## config.mk

```make
export PLATFORM = sky130hd
export DESIGN_NAME = capture_sequencer
export DESIGN_NICKNAME = d
export VERILOG_FILES = /design/src/rtl/adc_fe_pkg.sv /design/src/rtl/capture_sequencer.sv
export SDC_FILE = /design/constraint.sdc
export NUM_CORES = 1
export LEC_CHECK = 0
export CORE_MARGIN = 2
export CORE_UTILIZATION = 50
export DETAILED_ROUTE_END_ITERATION = 6
export GPL_TIMING_DRIVEN = 0
export PLACE_DENSITY = 0.74
export SETUP_SLACK_MARGIN = 0.1
export SLEW_MARGIN = 40
export SYNTH_ARGS = -nofsm -noshare
export SYNTH_HDL_FRONTEND = slang
export SYNTH_SLANG_ARGS = --single-unit
```

## constraint.sdc

```tcl
create_clock -name sys_clk -period 4.5 [get_ports sys_clk]
set_input_delay 0.675 -clock sys_clk [delete_from_list [all_inputs] [get_ports sys_clk]]
set_output_delay 0.675 -clock sys_clk [all_outputs]
set_load 0.05 [all_outputs]
```

## src/rtl/adc_fe_pkg.sv

```systemverilog
// adc_fe_pkg
// Shared types and default widths for the ADC LVDS front-end control blocks.
//   seq_state_t : capture_sequencer FSM state encoding
//   DEF_*       : default parameter widths used by the front-end modules
package adc_fe_pkg;

  localparam int DEF_CNT_W  = 32;
  localparam int DEF_NCAP_W = 8;
  localparam int DEF_TO_W   = 24;
  localparam int HOLD_W     = 16;

  typedef enum logic [2:0] {
    IDLE,
    WAIT_ALIGN,
    CAPTURE,
    HOLDOFF,
    DONE
  } seq_state_t;

endpackage

```

## src/rtl/capture_sequencer.sv

```systemverilog
// capture_sequencer
// Runs a programmed number of back-to-back snapshot captures on the front-end
// AXIS output. Each capture waits for lane alignment, fires a one-cycle
// trigger, opens capture_en and closes it on exactly the snap_len-th beat.
//
// Ports
//   sys_clk, rst_n        clock, async active-low reset
//   start, abort          CSR strobes (abort wins when both are high)
//   snap_len              beats per capture        (latched at accepted start)
//   num_captures          captures per run         (latched at accepted start)
//   holdoff               idle cycles between captures (latched)
//   align_timeout         max WAIT_ALIGN cycles, 0 = forever (latched)
//   aligned               front-end alignment status (sys_clk domain)
//   axis_valid/axis_ready raw stream handshake, ready before gating
//   capture_en            gate for stream_enable and out_ready
//   trigger               one-cycle pulse at the start of each capture
//   busy, done            run status
//   cap_idx, beat_cnt     progress of the current capture
//   err_*                 sticky error flags, cleared by the next accepted start
//
// state      | meaning
// -----------+-------------------------------------------------------------
// IDLE       | no run; waiting for start
// WAIT_ALIGN | waiting for aligned, optional timeout via down-counter
// CAPTURE    | capture_en open, counting accepted beats
// HOLDOFF    | gap between captures, down-counter runs holdoff+1 cycles
// DONE       | one-cycle done pulse, then IDLE
module capture_sequencer
  import adc_fe_pkg::*;
#(
  parameter int CNT_W  = DEF_CNT_W,
  parameter int TO_W   = DEF_TO_W,
  parameter int NCAP_W = DEF_NCAP_W
) (
  input  logic              sys_clk,
  input  logic              rst_n,
  input  logic              start,
  input  logic              abort,
  input  logic [CNT_W-1:0]  snap_len,
  input  logic [NCAP_W-1:0] num_captures,
  input  logic [15:0]       holdoff,
  input  logic [TO_W-1:0]   align_timeout,
  input  logic              aligned,
  input  logic              axis_valid,
  input  logic              axis_ready,
  output logic              capture_en,
  output logic              trigger,
  output logic              busy,
  output logic              done,
  output logic [NCAP_W-1:0] cap_idx,
  output logic [CNT_W-1:0]  beat_cnt,
  output logic              err_cfg,
  output logic              err_align_to,
  output logic              err_align_lost
);

  // One down-counter serves both the alignment timeout and the holdoff gap;
  // the two phases never overlap.
  localparam int DCNT_W = (TO_W > HOLD_W) ? TO_W : HOLD_W;

  seq_state_t state, state_nxt;

  logic [CNT_W-1:0]  snap_len_q;
  logic [NCAP_W-1:0] ncap_q;
  logic [HOLD_W-1:0] holdoff_q;
  logic [TO_W-1:0]   to_q;
  logic [DCNT_W-1:0] dcnt, dcnt_nxt;

  logic beat, last_beat, cfg_ok, accept, to_expire, hold_expire, more_caps;

  logic              capture_en_nxt, trigger_nxt, busy_nxt, done_nxt;
  logic [NCAP_W-1:0] cap_idx_nxt;
  logic [CNT_W-1:0]  beat_cnt_nxt;
  logic              err_cfg_nxt, err_align_to_nxt, err_align_lost_nxt;

  assign beat        = axis_valid & axis_ready & capture_en;
  assign last_beat   = beat && (beat_cnt == snap_len_q - CNT_W'(1));
  assign cfg_ok      = (snap_len != '0) && (num_captures != '0);
  assign accept      = (state == IDLE) && start && !abort && cfg_ok;
  // Counter is loaded with align_timeout on entry, so it reads 1 during the
  // last permitted waiting cycle.
  assign to_expire   = (to_q != '0) && (dcnt <= DCNT_W'(1));
  assign hold_expire = (dcnt == '0);
  // ncap_q is never 0 inside a run, so the subtraction cannot underflow.
  assign more_caps   = (cap_idx < ncap_q - NCAP_W'(1));

  always_ff @(posedge sys_clk or negedge rst_n) begin
    if (!rst_n) begin
      state          <= IDLE;
      snap_len_q     <= '0;
      ncap_q         <= '0;
      holdoff_q      <= '0;
      to_q           <= '0;
      dcnt           <= '0;
      capture_en     <= 1'b0;
      trigger        <= 1'b0;
      busy           <= 1'b0;
      done           <= 1'b0;
      cap_idx        <= '0;
      beat_cnt       <= '0;
      err_cfg        <= 1'b0;
      err_align_to   <= 1'b0;
      err_align_lost <= 1'b0;
    end else begin
      state          <= state_nxt;
      dcnt           <= dcnt_nxt;
      capture_en     <= capture_en_nxt;
      trigger        <= trigger_nxt;
      busy           <= busy_nxt;
      done           <= done_nxt;
      cap_idx        <= cap_idx_nxt;
      beat_cnt       <= beat_cnt_nxt;
      err_cfg        <= err_cfg_nxt;
      err_align_to   <= err_align_to_nxt;
      err_align_lost <= err_align_lost_nxt;
      if (accept) begin
        snap_len_q <= snap_len;
        ncap_q     <= num_captures;
        holdoff_q  <= holdoff;
        to_q       <= align_timeout;
      end
    end
  end

  always_comb begin
    state_nxt = state;
    if (abort) begin
      state_nxt = IDLE;
    end else begin
      case (state)
        IDLE:       if (accept) state_nxt = WAIT_ALIGN;
        WAIT_ALIGN: begin
          if (aligned)        state_nxt = CAPTURE;
          else if (to_expire) state_nxt = IDLE;
        end
        CAPTURE: begin
          if (!aligned)       state_nxt = IDLE;
          else if (last_beat) state_nxt = more_caps ? HOLDOFF : DONE;
        end
        HOLDOFF:    if (hold_expire) state_nxt = WAIT_ALIGN;
        DONE:       state_nxt = IDLE;
        default:    state_nxt = IDLE;
      endcase
    end
  end

  always_comb begin
    capture_en_nxt     = (state_nxt == CAPTURE);
    trigger_nxt        = (state_nxt == CAPTURE) && (state != CAPTURE);
    busy_nxt           = (state_nxt != IDLE);
    done_nxt           = (state_nxt == DONE);
    cap_idx_nxt        = cap_idx;
    beat_cnt_nxt       = beat_cnt;
    err_cfg_nxt        = err_cfg;
    err_align_to_nxt   = err_align_to;
    err_align_lost_nxt = err_align_lost;
    dcnt_nxt           = dcnt;

    // A handshake in the cycle an abort or alignment loss arrives is a real
    // transfer downstream, so it is still counted.
    if (beat && beat_cnt != '1) beat_cnt_nxt = beat_cnt + CNT_W'(1);

    case (state)
      IDLE: begin
        if (accept) begin
          err_cfg_nxt        = 1'b0;
          err_align_to_nxt   = 1'b0;
          err_align_lost_nxt = 1'b0;
          cap_idx_nxt        = '0;
          beat_cnt_nxt       = '0;
          dcnt_nxt           = DCNT_W'(align_timeout);
        end else if (start && !abort && !cfg_ok) begin
          err_cfg_nxt = 1'b1;
        end
      end
      WAIT_ALIGN: begin
        if (state_nxt == CAPTURE) beat_cnt_nxt = '0;
        if (!abort && !aligned && to_expire) err_align_to_nxt = 1'b1;
        if (state_nxt == WAIT_ALIGN && to_q != '0 && dcnt != '0)
          dcnt_nxt = dcnt - DCNT_W'(1);
      end
      CAPTURE: begin
        if (!abort && !aligned) err_align_lost_nxt = 1'b1;
        if (state_nxt == HOLDOFF) begin
          cap_idx_nxt = cap_idx + NCAP_W'(1);
          dcnt_nxt    = DCNT_W'(holdoff_q);
        end
      end
      HOLDOFF: begin
        if (state_nxt == WAIT_ALIGN) dcnt_nxt = DCNT_W'(to_q);
        else if (dcnt != '0)         dcnt_nxt = dcnt - DCNT_W'(1);
      end
      default: ;
    endcase
  end

endmodule

```

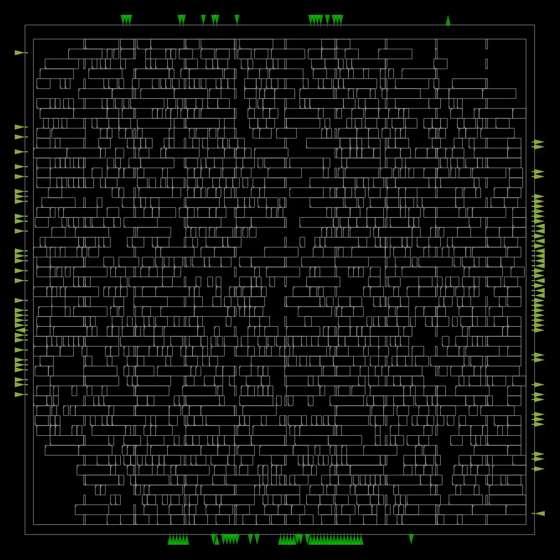
*Placed standard cells, run 1*
flip-flops: 154
final core occ: 63.95%

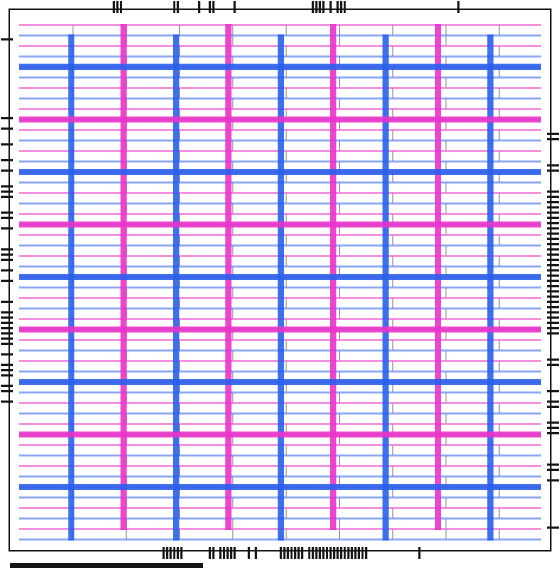
*Supply network, run 1*
Scale bar: 50 um. Pins as bars on the die edge. Tap cells in grey.
- magenta: VDD
- blue: VSS
- tap cells: 229
- met1 rails: 50
- signal pins: 134
- met4 straps: 9
- rows: 49

==> results_dict.tcl, run 1 <==
# place-and-route summary
set metrics [dict create \
    initCoreUtil_pct 51.21 \
    avgRoutedWirePerCell_um 19.01 \
    max_freq_mhz 240.1 \
    reg2reg_to "dcnt[22]$_DFFE_PN0P_" \
    dp.cells 1478 \
    setup_slack_ns 0.3357 \
    worstPathCellList "inv_1 > ha_1 > or4b_1 > clkbuf_2 > or4_1 > and3_4 > o31ai_4 > nand4_1 > nor4_4 > and3_4 > o21ai_1 > a21o_4 > clkbuf_2 > o211ai_1 > o21ai_0" \
    final_area_um2 11530 \
    comb_cells 883 \
    cts_buffers 17 \
    crit_arrival_ns 4.47 \
    synth.largest_area_cell "dfrtp_1" \
    p_leak_nw 4.928 \
    p_int_mw 2.813 \
    drc 0 \
    sequentialPowerShare_pct 43.2 \
    ys_cells 1115 \
    powerDensity_nw_per_um2 364.3 \
    syn_avg_cell_area_um2 8.279 \
    reg2reg_depth 15 \
    core_region_area_um2 18020 \
    largest_class "logic gates" \
    clock-skew-final_ns 0.007678 \
    power_mw 4.199 \
    place_area_um2 10910 \
    synthToLayoutAreaGrowth_pct 24.86 \
    p_comb_share_pct 23.4 \
    cts_tree "done" \
    worstSetupPathType "reg2reg" \
    inverters 18 \
    top_area_share_pct 41.75 \
    setup.worst_path.start_class "flop" \
    edf_count 0 \
    clkbuf_count 23 \
    outcome "completed" \
    routed_wl_um 28700 \
    slew_headroom_pct 42.20 \
    fillers 1576 \
    ys_types 77 \
    ys_top_cells_by_count "nand2_1, dfrtp_1, nor2_1" \
    hold_viol 0 \
    cp.depth 15 \
    synthCells 1115 \
    logic_area_um2 5117 \
    synthTopCellsByArea "dfrtp_1, nand2_1, xor2_1" \
    clk_latency_ns 0.43 \
    grt_usage_pct 29.64 \
    regArea_um2 3854 \
    ys_area_um2 9231 \
]
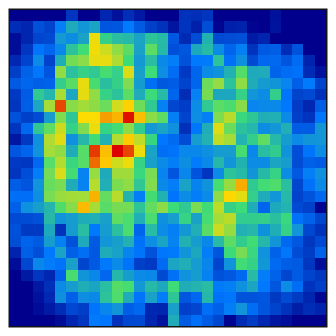
*Wiring heat map, run 1*
28 x 28 tiles, from dark blue (low) to red (high), scaled to the fullest tile. Values are wire area over tile area, all layers added.
- mean over tiles: 0.24
- fullest tile: 0.76
- nearly empty tiles: 6.5%
- tiles over half the peak: 19%

## run 1: metal layers
layer,up-vias,global-route usage (%),share of wire (%)
li1,4201,-,-
met1,4297,39.78,43
met2,364,47.98,47
met3,74,4.577,6.5
met4,0,12.58,3.4
met5,-,0,0
## run 1: sequential cells by signal, indices dropped and copies added, names as in the netlist, 3 cells and up
signal	cells
ncap_q	8
holdoff_q	16
dcnt	24
to_q	24
state	3
cap_idx	8
snap_len_q	32
beat_cnt	32
## run 1: cells by family after synthesis
logic type	synth area share, %
xor gates and xnor gates	8.918
AOI/OAI and AO/OA	12.01
adders and majority gates	1.762
and+or+nand+nor	30.48
muxes	1.640
DFF	41.75
buffers and inverters	3.443
## run 1: what timing repair did
action                                  CTS  global route
hold buffers                              0             0
gates resized                             0            11
endpoints found under the setup margin    0            16
==> run 2: changes to the inputs <==
--- a/config.mk
+++ b/config.mk
@@ -5,11 +5,11 @@
 export SDC_FILE = /design/constraint.sdc
 export NUM_CORES = 1
 export LEC_CHECK = 0
+export CAP_MARGIN = 20
 export CORE_MARGIN = 2
-export CORE_UTILIZATION = 50
+export CORE_UTILIZATION = 30
 export DETAILED_ROUTE_END_ITERATION = 6
 export GPL_TIMING_DRIVEN = 0
-export PLACE_DENSITY = 0.74
 export SETUP_SLACK_MARGIN = 0.1
 export SLEW_MARGIN = 40
 export SYNTH_ARGS = -nofsm -noshare
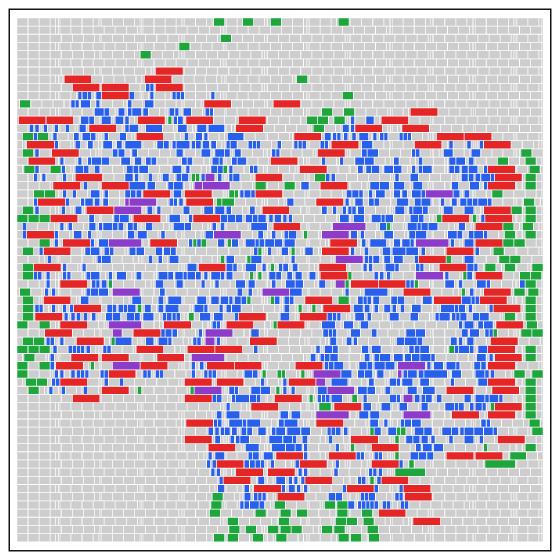
*Cell classes on the final placement, run 2*
Fill, decap, tap and diode cells in grey.
- green: other buffers and delay cells (cells 194; share of their area 14%)
- red: flip-flops (cells 154; share of their area 34%)
- blue: all other logic (cells 901; share of their area 46%)
- purple: clock drivers and dummy loads (cells 32; share of their area 5.9%)

==> run 2 against run 1 <==
Cell count is 11% higher. Critical endpoint is now dcnt[18]$_DFFE_PN0P_. Clock skew is 0.012 ns higher. Largest cell class unchanged. Hold slack worse by 0.0035 ns. Setup slack worse by 0.039 ns.
==> results_dict.tcl, run 2 <==
# place-and-route summary
set metrics [dict create \
    outcome "completed" \
    hold_viol 0 \
    clock-skew-final_ns 0.01952 \
    ys_cells 1115 \
    regArea_um2 3854 \
    worstSetupPathType "reg2reg" \
    clkbuf_count 19 \
    synthCells 1115 \
    max_freq_mhz 237.9 \
    globalRouteMet3Util_pct 3.728 \
    synthToLayoutAreaGrowth_pct 28.14 \
    netlist_logic_family_top "simple AND/OR/NAND/NOR gates" \
    powerDensity_nw_per_um2 377.2 \
    inverters 18 \
    setup.worst_path.start_class "flop" \
    xor_share_pct 8.918 \
    reg2reg_depth 11 \
    dp.cells 1645 \
    clk_latency_ns 0.44 \
    ys_sh_simple_pct 30.48 \
    ys_top_cells_by_count "nand2_1, dfrtp_1, nor2_1" \
    use_met1_pct 25.12 \
    final_area_um2 11830 \
    power_mw 4.462 \
    cts_tree "done" \
    logic_area_um2 5105 \
    comb_cells 883 \
    syn_avg_cell_area_um2 8.279 \
    p_comb_share_pct 21.8 \
    dr_wl_met3_um 1732 \
    grt_usage_pct 18.75 \
    top_area_share_pct 41.75 \
    sequentialPowerShare_pct 40.6 \
    synth.cellmix.compoundShare_pct 12.01 \
    core_region_area_um2 30430 \
    drc 0 \
]
[run 2: worst max path at each step]
stage	startpoint	end	slack (ns)	cells after the start
2_1_floorplan	snap_len_q[0]$_DFFE_PN0P_	dcnt[11]$_DFFE_PN0P_	0.89	14
4_1_cts	dcnt[4]$_DFFE_PN0P_	dcnt[18]$_DFFE_PN0P_	0.21	11
5_1_grt	snap_len_q[0]$_DFFE_PN0P_	dcnt[22]$_DFFE_PN0P_	0.15	15
6_report	dcnt[4]$_DFFE_PN0P_	dcnt[18]$_DFFE_PN0P_	0.30	11
3_3_place_gp	rst_n	to_q[22]$_DFFE_PN0P_	-3.79	1
3_5_place_dp	abort	dcnt[18]$_DFFE_PN0P_	-0.14	12
==> run 3: changes to the inputs <==
--- a/config.mk
+++ b/config.mk
@@ -9,7 +9,6 @@
 export CORE_MARGIN = 2
 export CORE_UTILIZATION = 30
 export DETAILED_ROUTE_END_ITERATION = 6
-export GPL_TIMING_DRIVEN = 0
 export SETUP_SLACK_MARGIN = 0.1
 export SLEW_MARGIN = 40
 export SYNTH_ARGS = -nofsm -noshare
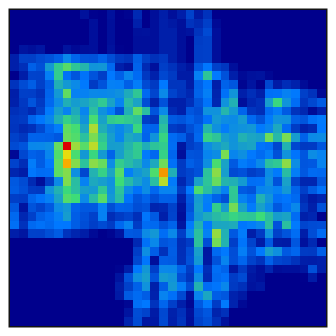
*Wiring heat map, run 3*
36 x 36 tiles, from dark blue (low) to red (high), scaled to the fullest tile. Values are wire area over tile area, all layers added.
- fullest tile: 0.87
- nearly empty tiles: 27%
- tiles over half the peak: 3.6%
- emptiest ninth of the die: bottom left
- mean over tiles: 0.14

==> run 3 against run 2 <==
Critical path depth is 2 higher. Register-to-register slack lost 0.02 ns. Non-clock buffer count is 30 lower. Sequential cell count did not move. Area after synthesis stayed put. First-iteration DRC count decreased by 10%. Via count shrank 2.0%. Hold slack improved by 0.017 ns. Sequential share of layout area rose by 0.24 points. Largest cell class unchanged. Largest power group unchanged.
==> results_dict.tcl, run 3 <==
# place-and-route summary
set metrics [dict create \
    worstPathCellList "inv_1 > ha_1 > or4b_1 > or4_1 > and3_4 > o31ai_4 > nand4_1 > nor4_2 > and3_2 > o21ai_1 > a21o_4 > buf_4 > mux2_4" \
    core_region_area_um2 30430 \
    regArea_um2 3854 \
    inverters 18 \
    synthToLayoutAreaGrowth_pct 27.22 \
    setup.worst_path.start_class "flop" \
    dp.cells 1614 \
    clkbuf_count 19 \
    ys_cells 1115 \
    ys_area_um2 9231 \
    p_leak_nw 5.006 \
    slew_headroom_pct 45.88 \
    initCoreUtil_pct 30.34 \
    cts_tree "done" \
    hold_viol 0 \
    startpoint "snap_len_q[0]$_DFFE_PN0P_" \
    grt_usage_pct 18.22 \
    reg_top3 "beat_cnt: 32 flops, snap_len_q: 32 flops" \
    avgRoutedWirePerCell_um 17.68 \
    fillers 3107 \
    outcome "completed" \
    routed_wl_um 29080 \
    flops 154 \
    crit_arrival_ns 4.54 \
    reg2reg_to "dcnt[21]$_DFFE_PN0P_" \
    drc 0 \
    ys_top_cells_by_count "nand2_1, dfrtp_1, nor2_1" \
    synthCells 1115 \
    place_area_um2 11050 \
    finish.utilization_pct 38.59 \
]
run 3: cell counts after synthesis:
No cell type changed its count.
run 3: where the power goes:
group          internal, mW  leakage (nW)  switching, mW
Clock                  1.05         0.319          0.596
Combinational         0.424          2.72          0.520
Sequential             1.58          1.97          0.241
run 3: cells by family after synthesis:
family | after synthesis | synth area share (%)
buffers and inverters | 78 | 3.443
adders and majority gates | 13 | 1.762
muxes | 12 | 1.640
xor gates and xnor gates | 94 | 8.918
AOI/OAI and AO/OA | 164 | 12.01
and+or+nand+nor | 600 | 30.48
DFF | 154 | 41.75
run 3: routing by layer:
layer	wire (um)	vias to the layer above	global-route usage, %
met4	635	0	5.886
met2	13670	310	29.75
met5	0	-	0
met1	12990	4107	24.66
li1	-	4132	-
met3	1789	44	3.019

## Gallery

I/O nets highlighted.
Scale bar: 50 um.
shot_01.png
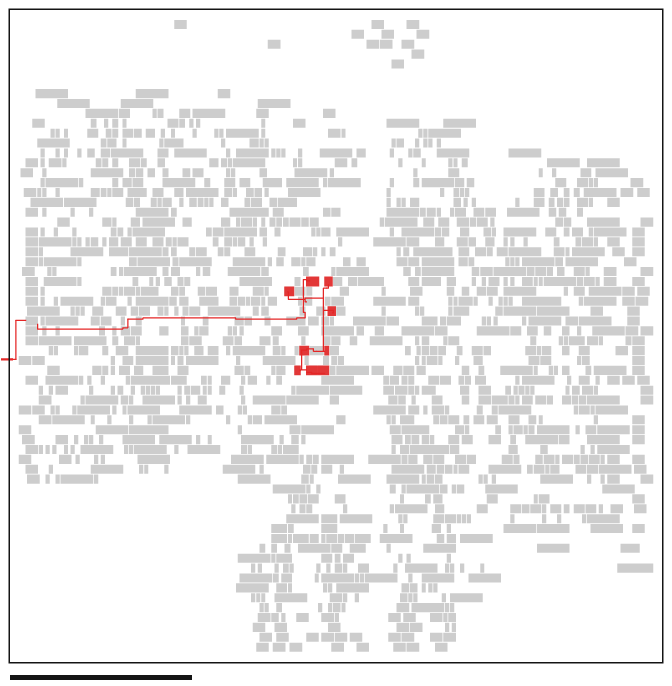
shot_02.png
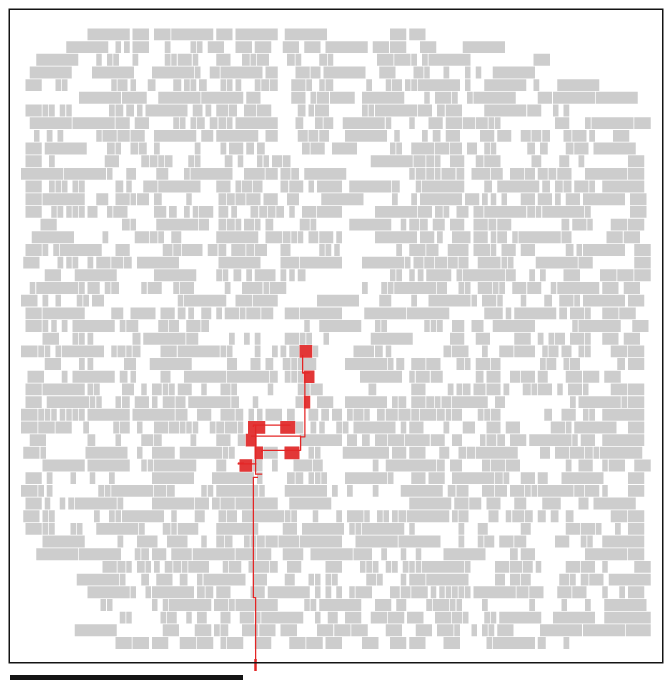
shot_02.png comes from run 1.
shot_01.png comes from run 3.
- largest die: shot_01.png

Power and IR drop assume default switching activity.
